<file path="src/rtl/serial_add_sub.sv">
// rtl/serial_add_sub.sv - bit-serial adder/subtractor sequencer
//
// Computes A+B or A-B one bit per clock with a single full-adder cell and a
// carry flop. START is accepted in IDLE or DONE; the result lands in Y/CO on
// the last RUN edge and DONE pulses for one cycle afterwards.
//
// Ports:
//   CLK    rising-edge clock
//   RST    asynchronous active-low reset
//   START  operation request (sampled in IDLE or DONE)
//   SnA    0 = add, 1 = subtract (A-B), sampled with START
//   A, B   WIDTH-bit operands, sampled with START
//   Y      WIDTH-bit result register
//   CO     final carry-out (for subtract, 1 = no borrow)
//   BUSY   high while iterating
//   DONE   one-cycle pulse when Y/CO become valid
module serial_add_sub #(
  parameter int WIDTH = 32,
  parameter int CNT_W = 6
) (
  input  logic             CLK,
  input  logic             RST,
  input  logic             START,
  input  logic             SnA,
  input  logic [WIDTH-1:0] A,
  input  logic [WIDTH-1:0] B,
  output logic [WIDTH-1:0] Y,
  output logic             CO,
  output logic             BUSY,
  output logic             DONE
);

  typedef enum logic [1:0] {
    ST_IDLE = 2'd0,
    ST_RUN  = 2'd1,
    ST_DONE = 2'd2
  } state_t;

  localparam logic [CNT_W-1:0] LAST_CNT = CNT_W'(WIDTH - 1);

  state_t           state;
  state_t           state_nxt;
  logic [WIDTH-1:0] a_sh;
  logic [WIDTH-1:0] b_sh;
  logic [WIDTH-1:0] y_sh;
  logic [WIDTH-1:0] y_nxt;
  logic             c;
  logic [CNT_W-1:0] cnt;
  logic             s;
  logic             cn;
  logic             load;
  logic             last;

  // One full-adder cell working on the LSBs of the operand shifters.
  assign s     = a_sh[0] ^ b_sh[0] ^ c;
  assign cn    = (a_sh[0] & b_sh[0]) | (c & (a_sh[0] ^ b_sh[0]));
  assign y_nxt = {s, y_sh[WIDTH-1:1]};
  assign last  = (state == ST_RUN) && (cnt == LAST_CNT);

  // Status outputs decode the state register only, so no input reaches them
  // combinationally.
  assign BUSY = (state == ST_RUN);
  assign DONE = (state == ST_DONE);

  always_ff @(posedge CLK or negedge RST) begin
    if (!RST) begin
      state <= ST_IDLE;
    end else begin
      state <= state_nxt;
    end
  end

  always_comb begin
    state_nxt = state;
    load      = 1'b0;
    case (state)
      ST_IDLE: begin
        if (START) begin
          load      = 1'b1;
          state_nxt = ST_RUN;
        end
      end
      ST_RUN: begin
        // START is deliberately not looked at here: requests during RUN are dropped.
        if (last) begin
          state_nxt = ST_DONE;
        end
      end
      ST_DONE: begin
        if (START) begin
          load      = 1'b1;
          state_nxt = ST_RUN;
        end else begin
          state_nxt = ST_IDLE;
        end
      end
      default: begin
        state_nxt = ST_IDLE;
      end
    endcase
  end

  always_ff @(posedge CLK or negedge RST) begin
    if (!RST) begin
      a_sh <= '0;
      b_sh <= '0;
      y_sh <= '0;
      c    <= 1'b0;
      cnt  <= '0;
      Y    <= '0;
      CO   <= 1'b0;
    end else if (load) begin
      // Subtract as A + ~B + 1: invert B and seed the carry with 1.
      a_sh <= A;
      b_sh <= SnA ? ~B : B;
      c    <= SnA;
      cnt  <= '0;
      y_sh <= '0;
    end else if (state == ST_RUN) begin
      a_sh <= a_sh >> 1;
      b_sh <= b_sh >> 1;
      y_sh <= y_nxt;
      c    <= cn;
      cnt  <= cnt + 1'b1;
      if (last) begin
        Y  <= y_nxt;
        CO <= cn;
      end
    end
  end

endmodule

</file>
<file path="config.mk">
export PLATFORM = sky130hd
export DESIGN_NAME = serial_add_sub
export DESIGN_NICKNAME = d
export VERILOG_FILES = /design/src/rtl/serial_add_sub.sv
export SDC_FILE = /design/constraint.sdc
export NUM_CORES = 1
export LEC_CHECK = 0
export CAP_MARGIN = 10
export CORE_ASPECT_RATIO = 1.75
export CORE_MARGIN = 3
export CORE_UTILIZATION = 40
export CTS_BUF_LIST = sky130_fd_sc_hd__clkbuf_4
export DETAILED_ROUTE_END_ITERATION = 10
export GPL_TIMING_DRIVEN = 0
export PLACE_DENSITY_LB_ADDON = 0.1
export REMOVE_ABC_BUFFERS = 1
export SETUP_SLACK_MARGIN = 0.02
export SLEW_MARGIN = 20
export SYNTH_ARGS = -nofsm -noshare
export SYNTH_HDL_FRONTEND = slang
export SYNTH_SLANG_ARGS = --single-unit
</file>
<file path="constraint.sdc">
create_clock -name CLK -period 2.9 [get_ports CLK]
set_clock_uncertainty 0.1 [all_clocks]
set_input_delay 0.435 -clock CLK [delete_from_list [all_inputs] [get_ports CLK]]
set_output_delay 0.435 -clock CLK [all_outputs]
set_load 0.01 [all_outputs]
</file>
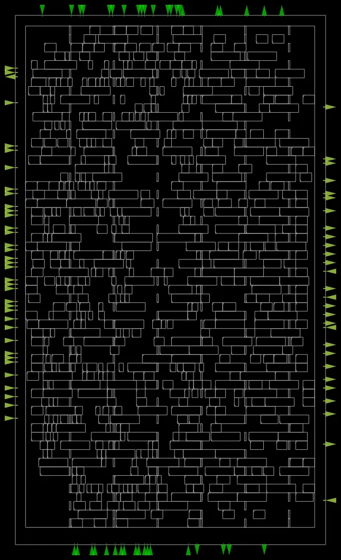
Run 1: cell placement
well tap count: 180
row count: 58
FF+latch count: 137

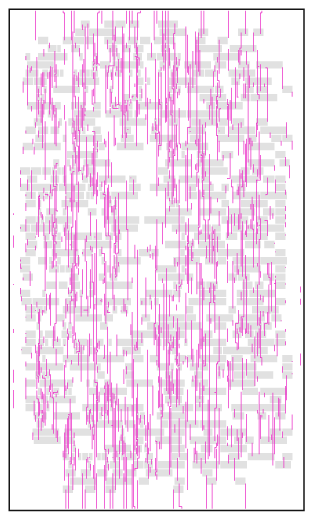
Run 1: M2 wires
Scale: 3 px per um. Cells faint in the background.
nets with wire on the layer: 599
main direction: vertical

==> results.cfg, run 1 <==
; physical design summary
[run_status]
status = completed

[setup_path]
worst_setup_path_end_kind = output pin
cpPeakStageDelay_ps = 440
crit_chain = nand2b_4 > buf_16 > inv_16 > buf_16 > dlymetal6s2s_1
crit_family = buffers and inverters
cp-startpoint = state[1]
crit_slowest_cell = dfrtp_1
worst-path-max-fanout = 30
crit_required_ps = 2370
r2r_start = cnt[0]
reg2reg_depth = 6
critPathMostFrequentCell = buf_16
critPathArrivalTime_ps = 1820
r2r_slack_ps = 720
reg2reg_to = CO
cp-endpoint = BUSY

[final_layout]
clkbuf_count = 17
nonClkBufAreaFrac_pct = 17.15
nets = 708
fin_cells = 832
lay_top_count = dfrtp_1
logic_area_mm2 = 0.002271
logic_gates = 366
n_fill_cell = 1352
final-clk-cell-share_pct = 3.865
reg.largest.list = Y (32), a_sh (32), b_sh (32)
comb_share_pct = 30.11
lay_top_cells = dfrtp_1 (136), nand2_1 (118), clkdlybuf4s50_1 (99)
dominant_cells = registers
regArea_mm2 = 0.003430
signal_buffers = 114

[logic_synthesis]
aoi_share_pct = 12.70
ys.flop_type = dfrtp_1
yosysWarnings = 0
synth_top_area_share_pct = 58.19
topCombFamilyByArea = simple AND/OR/NAND/NOR gates
syn_area_per_cell_um2 = 10.79
synth_seq_share_pct = 58.19
ys.flops = 137
synthDistinctLibCells = 31
synthCells = 546
mux_area_share_pct = 6.477
ys_area_mm2 = 0.005892
yosys.area.top_type = dfrtp_1
synth-async-reset-ratio_pct = 100.0

[timing]
slew_viol_final = 0
tightest_slew_ps = 814.7
finalHoldViolCount = 0
fin_hold_ws_ps = 331.6
clock.fmax_mhz = 423.8
rsz0062_at_grt = no
setup-violations-final = 0
fin_crit_sh_pct = 81.37
layout_min_cycle_time_ps = 2360
maxSlewHeadroom_pct = 45.44
timing.final.ws_setup_ps = 540.4

[detailed_routing]
wl_met3_um = 539
drt-initial-drc-count = 131
firstDrtPassIters = 4
drt-total-wl_mm = 12.84
m1WireLength_mm = 5.654
via_per_inst = 5.202
drt-wirelength-per-cell_um = 15.43
vias = 4328
wl_met2_mm = 6.539
ant_nets = 0
top_layer = met4
drc = 0

[pwr]
p_leak_nw = 3.397
powerSeq_mw = 3.20
p_per_area_mw_per_mm2 = 931.3
switching_power_mw = 2.477
power_frac_clock_pct = 18.2
report.power.total_mw = 7.024
top_power_group = registers
p_comb_share_pct = 36.2
pg_comb_mw = 2.55
pg_clk_mw = 1.28
p_int_mw = 4.547

[clock_tree]
htreeDepth = 4
holdBufCountCts = 1
cts_root_buffer = clkbuf_4
clk_pin_slew_worst_paths_ps = 120
clockBufferDepth = 2
cts_made_buffers = 17
cts_resized = 6
clock_sinks = 137

[floorplanning]
ios = 103
chipArea_mm2 = 0.01628
core-area_mm2 = 0.01437
die_w_um = 97.75
die_height_um = 166.6

[global_routing]
grt_pass1_wl_mm = 21.98
grt_max_degree = 80
antenna_found_initial = 1
grt_pass1_vias = 4349
grt-ovfl-total = 0
grt.met1_usage_pct = 21.13
grt-busiest-layer = met2

[worst_hold_path]
min_to = c
hold_depth = 3
min-delay-start = SnA
min_path_type = input pin to register

[job]
tool_warnings = 25
cap_violations = 0

[placement]
place_hpwl_mm = 7.918
portBuffers = 102
post_dp_cell_area_mm2 = 0.007123
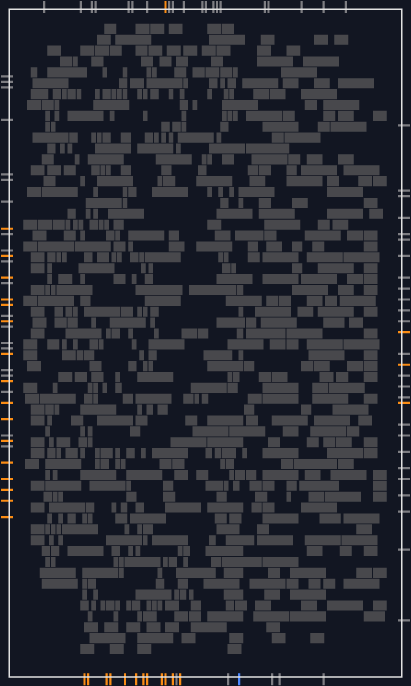
Run 1: pin map
Scale: 4 px per um. Pins as bars across the die edge, other pins in gray.
| color | port | pins | direction | edge |
|---|---|---|---|---|
| blue | DONE | 1 | output | bottom |
| orange | A | 32 | input | 16 left, 12 bottom, 3 right, 1 top |
all pins by edge: 36 left, 28 right, 21 top, 18 bottom

==> run 2: changes to the inputs <==
==> constraint.sdc (replaced) <==
create_clock -name CLK -period 2.2 [get_ports CLK]
set_clock_uncertainty 0.1 [all_clocks]
set_input_delay 0.33 -clock CLK [delete_from_list [all_inputs] [get_ports CLK]]
set_output_delay 0.33 -clock CLK [all_outputs]
set_load 0.01 [all_outputs]
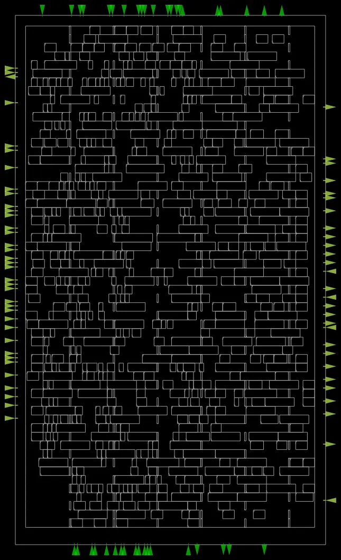
Run 2: cell placement
final core utilization: 52.96%
Seq area share: 45.07%

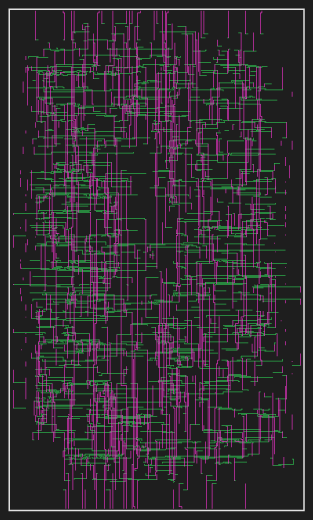
Run 2: signal wires by layer
Scale: 3 px per um. Two of the layers only.
| color | layer | wire length |
|---|---|---|
| green | M1 | 5,830 um |
| magenta | M2 | 6,790 um |

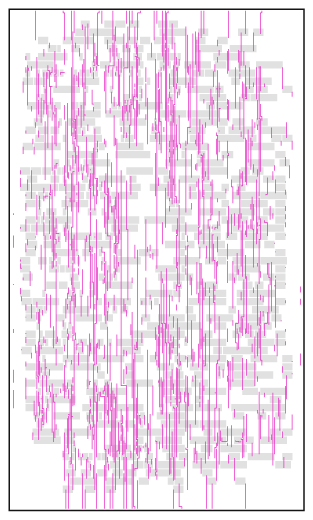
Run 2: M2 wires
Scale: 3 px per um. Cells faint in the background.
wire length on this layer: 6,790 um
share of all routed wire: 51%
main direction: vertical
longest straight run: 71.7 um

==> results.cfg, run 2 <==
; physical design summary
[run_status]
status = completed

[setup_path]
cp-endpoint = CO
cpPeakStageDelay_ps = 410
crit_chain = buf_4 > buf_4 > nand3b_4 > nor3_4 > buf_8 > buf_8 > mux2_2
critPathArrivalTime_ps = 2340
reg2reg_depth = 7
crit_required_ps = 2500
reg2reg_to = CO
crit_slowest_cell = dfrtp_1
worst-path-max-fanout = 15
crit_family = buffers and inverters
r2r_start = state[1]
worst_setup_path_end_kind = register

[floorplanning]
rows = 58
tap_cells = 180
core-area_mm2 = 0.01437
chipArea_mm2 = 0.01628
die_height_um = 166.6
ios = 103
die_w_um = 97.75

[pwr]
p_per_area_mw_per_mm2 = 1232
power_frac_clock_pct = 18.1
top_power_group = registers
p_comb_share_pct = 37.1
powerSeq_mw = 4.20
pg_clk_mw = 1.69
pg_comb_mw = 3.48
report.power.total_mw = 9.376
switching_power_mw = 3.314
p_int_mw = 6.062
p_leak_nw = 3.448

[detailed_routing]
drt-wirelength-per-cell_um = 15.79
drt-total-wl_mm = 13.24
drc = 0
via_per_inst = 5.204
m1WireLength_mm = 5.827
wl_met2_mm = 6.791
ant_nets = 0
top_layer = met4
drt-initial-drc-count = 107

[worst_hold_path]
min_path_type = input pin to register
min-delay-start = SnA
hold_depth = 3
min_to = c

[final_layout]
flops = 137
reg.largest.list = Y (32), a_sh (32), b_sh (32)
synthToLayoutAreaGrowth_pct = 29.16
regArea_mm2 = 0.003430
comb_share_pct = 29.84
clkbuf_count = 17
dominant_cells = registers
final-clk-cell-share_pct = 3.831
lay_top_cells = dfrtp_1 (136), nand2_1 (118), clkdlybuf4s50_1 (98)
nonClkBufAreaFrac_pct = 17.77
logic_gates = 366
fin_cells = 839
signal_buffers = 120
logic_area_mm2 = 0.002271
lay_top_count = dfrtp_1
n_fill_cell = 1350
nets = 715

[logic_synthesis]
synth-async-reset-ratio_pct = 100.0
ys_area_mm2 = 0.005892
synth_area_mm2 = 0.005892
ys.flop_type = dfrtp_1
synth_top_area_share_pct = 58.19
synth_seq_share_pct = 58.19
aoi_share_pct = 12.70
syn_area_per_cell_um2 = 10.79
ys.flops = 137
synthCells = 546
mux_area_share_pct = 6.477
synth.most_common_cell = dfrtp_1
topCombFamilyByArea = simple AND/OR/NAND/NOR gates
yosysWarnings = 0
yosys.area.top_type = dfrtp_1
synthDistinctLibCells = 31

[global_routing]
grt_use_met2_pct = 28.74
grt_pass1_wl_mm = 22.36
grt-busiest-layer = met2
antenna_found_initial = 1
grt_max_degree = 80
grt.met1_usage_pct = 21.62
grt_pass1_vias = 4378
grt-ovfl-total = 0

[timing]
fin_crit_sh_pct = 93.03
layout_min_cycle_time_ps = 2047
clock.fmax_mhz = 488.6
setup-violations-final = 0
slew_viol_final = 0
tightest_slew_ps = 810.9
rsz0062_at_grt = no
finalHoldViolCount = 0
maxSlewHeadroom_pct = 45.69
timing.final.ws_setup_ps = 153.4
fin_hold_ws_ps = 224.8

[clock_tree]
htreeDepth = 4
cts_root_buffer = clkbuf_4
clock_sinks = 137
holdBufCountCts = 1
cts_resized = 11
clockBufferDepth = 2
clk_pin_slew_worst_paths_ps = 120
insertion_delay_ps = 510
cts_made_buffers = 17

[placement]
portBuffers = 102
place_hpwl_mm = 7.918
post_dp_cell_area_mm2 = 0.007123
placedCellCount = 793

[job]
cap_violations = 0
tool_warnings = 25
